[config.mk]
export PLATFORM = sky130hd
export DESIGN_NAME = df_deadlock_monitor
export DESIGN_NICKNAME = d
export VERILOG_FILES = /design/src/rtl/df_dbg_pkg.sv /design/src/rtl/df_prio_enc.sv /design/src/rtl/df_deadlock_monitor.sv
export SDC_FILE = /design/constraint.sdc
export NUM_CORES = 1
export LEC_CHECK = 0
export CAP_MARGIN = 20
export CORE_MARGIN = 2
export CORE_UTILIZATION = 39
export DETAILED_ROUTE_END_ITERATION = 12
export GPL_ROUTABILITY_DRIVEN = 0
export GPL_TIMING_DRIVEN = 0
export REMOVE_ABC_BUFFERS = 1
export SYNTH_ARGS = -nofsm -noshare
export SYNTH_HDL_FRONTEND = slang
export SYNTH_SLANG_ARGS = --single-unit
[constraint.sdc]
create_clock -name dl_clock -period 5 [get_ports dl_clock]
set_input_delay 0.75 -clock dl_clock [delete_from_list [all_inputs] [get_ports dl_clock]]
set_output_delay 0.75 -clock dl_clock [all_outputs]
set_load 0.05 [all_outputs]
[src/rtl/df_dbg_pkg.sv]
// Shared types for the dataflow deadlock monitor: FSM states, edge report record, lowest-set-bit helper.
package df_dbg_pkg;

   typedef enum logic [2:0] {
      ST_IDLE   = 3'd0,
      ST_FILTER = 3'd1,
      ST_SELECT = 3'd2,
      ST_WALK   = 3'd3,
      ST_FINISH = 3'd4
   } dl_state_e;

   // Fields are sized for the largest supported region (32 processes).
   localparam int RPT_IDX_W = 5;

   typedef struct packed {
      logic [RPT_IDX_W-1:0] src;
      logic [RPT_IDX_W-1:0] dst;
      logic [RPT_IDX_W-1:0] cycle_id;
      logic                 last;
   } rpt_t;

   function automatic logic [RPT_IDX_W-1:0] lowest_set(input logic [31:0] v);
      lowest_set = '0;
      for (int i = 31; i >= 0; i--)
         if (v[i]) lowest_set = RPT_IDX_W'(i);
   endfunction

endpackage

[src/rtl/df_prio_enc.sv]
// Lowest-index priority encoder: one-hot grant, binary index and any-set flag.
module df_prio_enc
   import df_dbg_pkg::*;
#(
   parameter int W  = 8,
   parameter int IW = $clog2(W)
) (
   input  logic [W-1:0]  req,
   output logic [W-1:0]  onehot,
   output logic [IW-1:0] idx,
   output logic          any
);

   logic [31:0] req32;

   assign req32  = 32'(req);
   assign onehot = req & (~req + W'(1));
   assign idx    = IW'(lowest_set(req32));
   assign any    = |req;

endmodule

[src/rtl/df_deadlock_monitor.sv]
// Dataflow deadlock monitor: filters persistent stalls, then walks and reports each dependence cycle.
// Optional DL_TIMESTAMP_EN adds a free-running timestamp and the dl_detect_time port.
module df_deadlock_monitor
   import df_dbg_pkg::*;
#(
   parameter int PROC_NUM    = 8,
   parameter int IDX_W       = $clog2(PROC_NUM),
   parameter int CNT_W       = 32,
   parameter int KEEP_THRESH = 1000,
   parameter int MAX_CYCLES  = 4
) (
   input  logic                       dl_clock,
   input  logic                       dl_reset,
   input  logic                       dl_enable,
   input  logic [PROC_NUM*PROC_NUM-1:0] dl_blk_mat,
   output logic                       dl_detect_out,
   output logic                       rpt_valid,
   input  logic                       rpt_ready,
   output logic [IDX_W-1:0]           rpt_src,
   output logic [IDX_W-1:0]           rpt_dst,
   output logic [IDX_W-1:0]           rpt_cycle_id,
   output logic                       rpt_last,
   output logic                       token_clear,
   output logic [IDX_W-1:0]           dl_cycles,
`ifdef DL_TIMESTAMP_EN
   output logic [47:0]                dl_detect_time,
`endif
   output logic                       dl_finished
);

   localparam logic [CNT_W-1:0] THRESH_M1 = CNT_W'(KEEP_THRESH - 1);
   localparam logic [IDX_W-1:0] MAX_CYC   = IDX_W'(MAX_CYCLES);

   logic [PROC_NUM-1:0][PROC_NUM-1:0] mat;
   logic [PROC_NUM-1:0] blk_vec;

   dl_state_e           state;
   logic [PROC_NUM-1:0] detect_reg, done_reg, visited;
   logic [CNT_W-1:0]    cnt;
   logic [IDX_W-1:0]    cur, origin, cyc_cnt;
   logic                hold_vld;
   logic [IDX_W-1:0]    hold_dst;
   logic                tok_r, fin_r;

   logic [PROC_NUM-1:0] org_oh, nxt_oh, dst_oh;
   logic [IDX_W-1:0]    org_idx, nxt_idx, edge_dst;
   logic                org_any, nxt_any;
   logic                walk_vld, hs, closes, at_origin, stall_gone, filt_done;
   rpt_t                rpt;

   assign mat = dl_blk_mat;

   for (genvar i = 0; i < PROC_NUM; i++) begin : g_row
      assign blk_vec[i] = |mat[i];
   end

   df_prio_enc #(.W(PROC_NUM), .IW(IDX_W)) u_org (
      .req    (detect_reg & ~done_reg),
      .onehot (org_oh),
      .idx    (org_idx),
      .any    (org_any)
   );

   df_prio_enc #(.W(PROC_NUM), .IW(IDX_W)) u_nxt (
      .req    (mat[cur]),
      .onehot (nxt_oh),
      .idx    (nxt_idx),
      .any    (nxt_any)
   );

   // A stalled edge is frozen in hold_* so a changing matrix cannot disturb the offered report.
   assign edge_dst   = hold_vld ? hold_dst : nxt_idx;
   assign dst_oh     = hold_vld ? (PROC_NUM'(1) << hold_dst) : nxt_oh;
   assign walk_vld   = (state == ST_WALK) && dl_enable && (hold_vld || nxt_any);
   assign hs         = walk_vld && rpt_ready;
   assign closes     = |(visited & dst_oh);
   assign at_origin  = (edge_dst == origin);
   assign stall_gone = |(detect_reg & ~blk_vec);
   assign filt_done  = (state == ST_FILTER) && dl_enable && !stall_gone && (cnt >= THRESH_M1);

   always_comb begin
      rpt          = '0;
      if (walk_vld) begin
         rpt.src      = RPT_IDX_W'(cur);
         rpt.dst      = RPT_IDX_W'(edge_dst);
         rpt.cycle_id = RPT_IDX_W'(cyc_cnt + IDX_W'(1));
         rpt.last     = closes;
      end
   end

   assign rpt_valid     = walk_vld;
   assign rpt_src       = IDX_W'(rpt.src);
   assign rpt_dst       = IDX_W'(rpt.dst);
   assign rpt_cycle_id  = IDX_W'(rpt.cycle_id);
   assign rpt_last      = rpt.last;
   assign token_clear   = tok_r;
   assign dl_cycles     = cyc_cnt;
   assign dl_finished   = fin_r;
   assign dl_detect_out = (state == ST_SELECT) || (state == ST_WALK) || (state == ST_FINISH);

   always_ff @(posedge dl_clock or posedge dl_reset) begin
      if (dl_reset) begin
         hold_vld <= 1'b0;
         hold_dst <= '0;
      end else if (walk_vld && !rpt_ready) begin
         hold_vld <= 1'b1;
         if (!hold_vld) hold_dst <= nxt_idx;
      end else begin
         hold_vld <= 1'b0;
      end
   end

   always_ff @(posedge dl_clock or posedge dl_reset) begin
      if (dl_reset) begin
         state      <= ST_IDLE;
         detect_reg <= '0;
         done_reg   <= '0;
         visited    <= '0;
         cnt        <= '0;
         cur        <= '0;
         origin     <= '0;
         cyc_cnt    <= '0;
         tok_r      <= 1'b0;
         fin_r      <= 1'b0;
      end else begin
         tok_r <= 1'b0;
         case (state)
            ST_IDLE: begin
               detect_reg <= blk_vec;
               cnt        <= '0;
               done_reg   <= '0;
               cyc_cnt    <= '0;
               if (dl_enable && (blk_vec != '0)) state <= ST_FILTER;
            end
            ST_FILTER: begin
               if (!dl_enable || stall_gone) begin
                  state <= ST_IDLE;
                  cnt   <= '0;
               end else begin
                  if (cnt != '1) cnt <= cnt + CNT_W'(1);
                  if (filt_done) state <= ST_SELECT;
               end
            end
            ST_SELECT: begin
               if (!dl_enable) begin
                  state <= ST_IDLE;
               end else if (!org_any || (cyc_cnt == MAX_CYC)) begin
                  state <= ST_FINISH;
                  fin_r <= 1'b1;
               end else begin
                  cur     <= org_idx;
                  origin  <= org_idx;
                  visited <= org_oh;
                  state   <= ST_WALK;
               end
            end
            ST_WALK: begin
               if (!dl_enable) begin
                  state <= ST_IDLE;
               end else if (hs) begin
                  // Closing on any visited node ends the cycle; only a return to origin frees the token.
                  if (closes) begin
                     tok_r    <= at_origin;
                     done_reg <= done_reg | visited;
                     cyc_cnt  <= cyc_cnt + IDX_W'(1);
                     state    <= ST_SELECT;
                  end else begin
                     visited <= visited | dst_oh;
                     cur     <= edge_dst;
                  end
               end else if (!hold_vld && !nxt_any) begin
                  state <= ST_IDLE;
               end
            end
            ST_FINISH: begin
               if (!dl_enable || (blk_vec == '0)) state <= ST_IDLE;
            end
            default: state <= ST_IDLE;
         endcase
      end
   end

`ifdef DL_TIMESTAMP_EN
   logic [47:0] ts_cnt;

   always_ff @(posedge dl_clock or posedge dl_reset) begin
      if (dl_reset) begin
         ts_cnt         <= '0;
         dl_detect_time <= '0;
      end else begin
         ts_cnt <= ts_cnt + 48'd1;
         if (filt_done) dl_detect_time <= ts_cnt;
      end
   end
`endif

endmodule

==> images/sizes.png <==
(4 px per um)
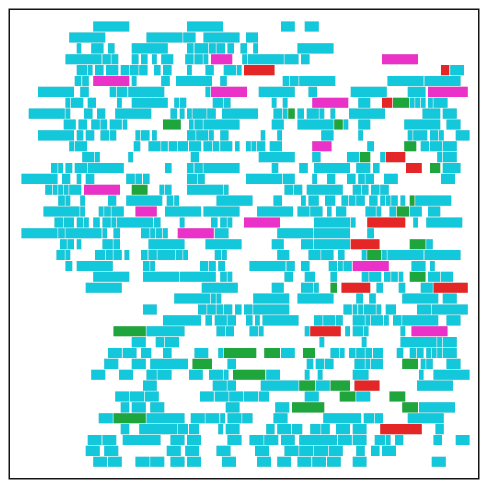
red -> _3 and _4 cells  # cells 12, share 2.0%
cyan -> _0 and _1 cells  # cells 558, share 91%
magenta -> _6 and larger  # cells 13, share 2.1%
green -> _2 cells  # cells 28, share 4.6%
area growth from synthesis to layout: 25.82%
Finished Cell Area: 6269 sq um
count of non-CTS buffers in the layout: 88
slack of the critical path: 136.8 ps

==> images/layer_met3.png <==
(2 px per um)
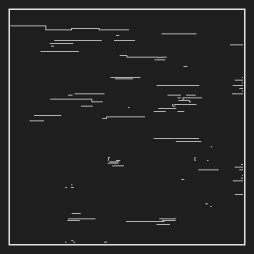
share of all routed wire = 3.8%
longest straight run = 23.5 um
main direction = horizontal
nets with wire on the layer = 54

==> images/layer_met2.png <==
(2 px per um)
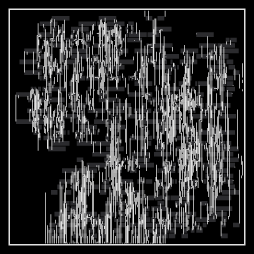
longest straight run = 50.7 um
wire length on this layer = 7060 um
share of all routed wire = 49%

==> PnR_summary.wiki <==
== Implementation results ==
{| class="wikitable"
! Metric !! Value
|-
| Run status || finished clean
|-
| Asr flop ratio synth || 100.0%
|-
| CP Buf/Inv Count || 3
|-
| Net switching power || just over 1 mW
|-
| Max layer used || met4
|-
| Area reported by Yosys stat || approximately 5000 sq um
|-
| Num CTS Buffers || 9
|-
| Most common cell after layout, fill and taps aside || sky130_fd_sc_hd__clkdlybuf4s50_1
|-
| Fill count || roughly 1.2k
|-
| Transition at the pin with the smallest max-transition slack || between 800 and 900 ps
|-
| Sequential share of power || between 30% and 40%
|-
| Sinks on the clock net || roughly 74
|-
| OpenROAD warnings || 26
|-
| Most frequent cell after synthesis || sky130_fd_sc_hd__dfrtp_1
|-
| Antenna diode count || 0
|-
| H-tree level count || 3
|-
| GRT met3 Usage || about 4%
|-
| Post-cts repair resize count || 1
|-
| Amount of wire on met2 after detailed routing || slightly above 7000 um
|-
| Worst R2R End || dl_cycles[1]
|-
| Xor-xnor portion of the synthesized cell area || under 10%
|-
| Cell mode on critical path || sky130_fd_sc_hd__clkdlybuf4s50_1
|-
| Most common reg cell || sky130_fd_sc_hd__dfrtp_1
|-
| Count of endpoints failing hold in the final timing report || 0
|-
| Final Slew Violations || 0
|-
| Clock Buffer Count || 14
|-
| Combinational gate count || between 400 and 500
|-
| Reg2Reg Setup Slack || around 1400 ps
|-
| Startpoint class of the critical path || primary input
|-
| Cells on Worst Hold Path || 1
|-
| DRC violations left || 0
|-
| Setup TNS || 0 ps
|-
| Maximum clock frequency || approximately 210 MHz
|-
| Area of combinational cells with multiple inputs || 2974 sq um
|-
| Max FFs per register || 32
|-
| Area of the mapped netlist || between 4000 and 5000 sq um
|-
| Layout cells sized above 1 || approximately 8.7%
|-
| Worst endpoint data arrival time || between 4000 and 5000 ps
|-
| Area post-placement || ~6000 sq um
|-
| Post-synth EDFFs || 0
|-
| Total number of vias || 4571
|-
| Total power || between 2 and 2.5 mW
|-
| Number of cells in Yosys stat || 532
|-
| Clock group total power || between 0.5 and 0.6 mW
|-
| Number of primary I/O pins || approximately 85
|-
| Start-to-end type of the worst setup path || primary input to primary output
|-
| Overall Global Routing Usage || about 22%
|-
| Dominant comb cell || simple AND/OR/NAND/NOR gates
|}
Power figures rest on the tool's default switching activity, not on a simulated workload.
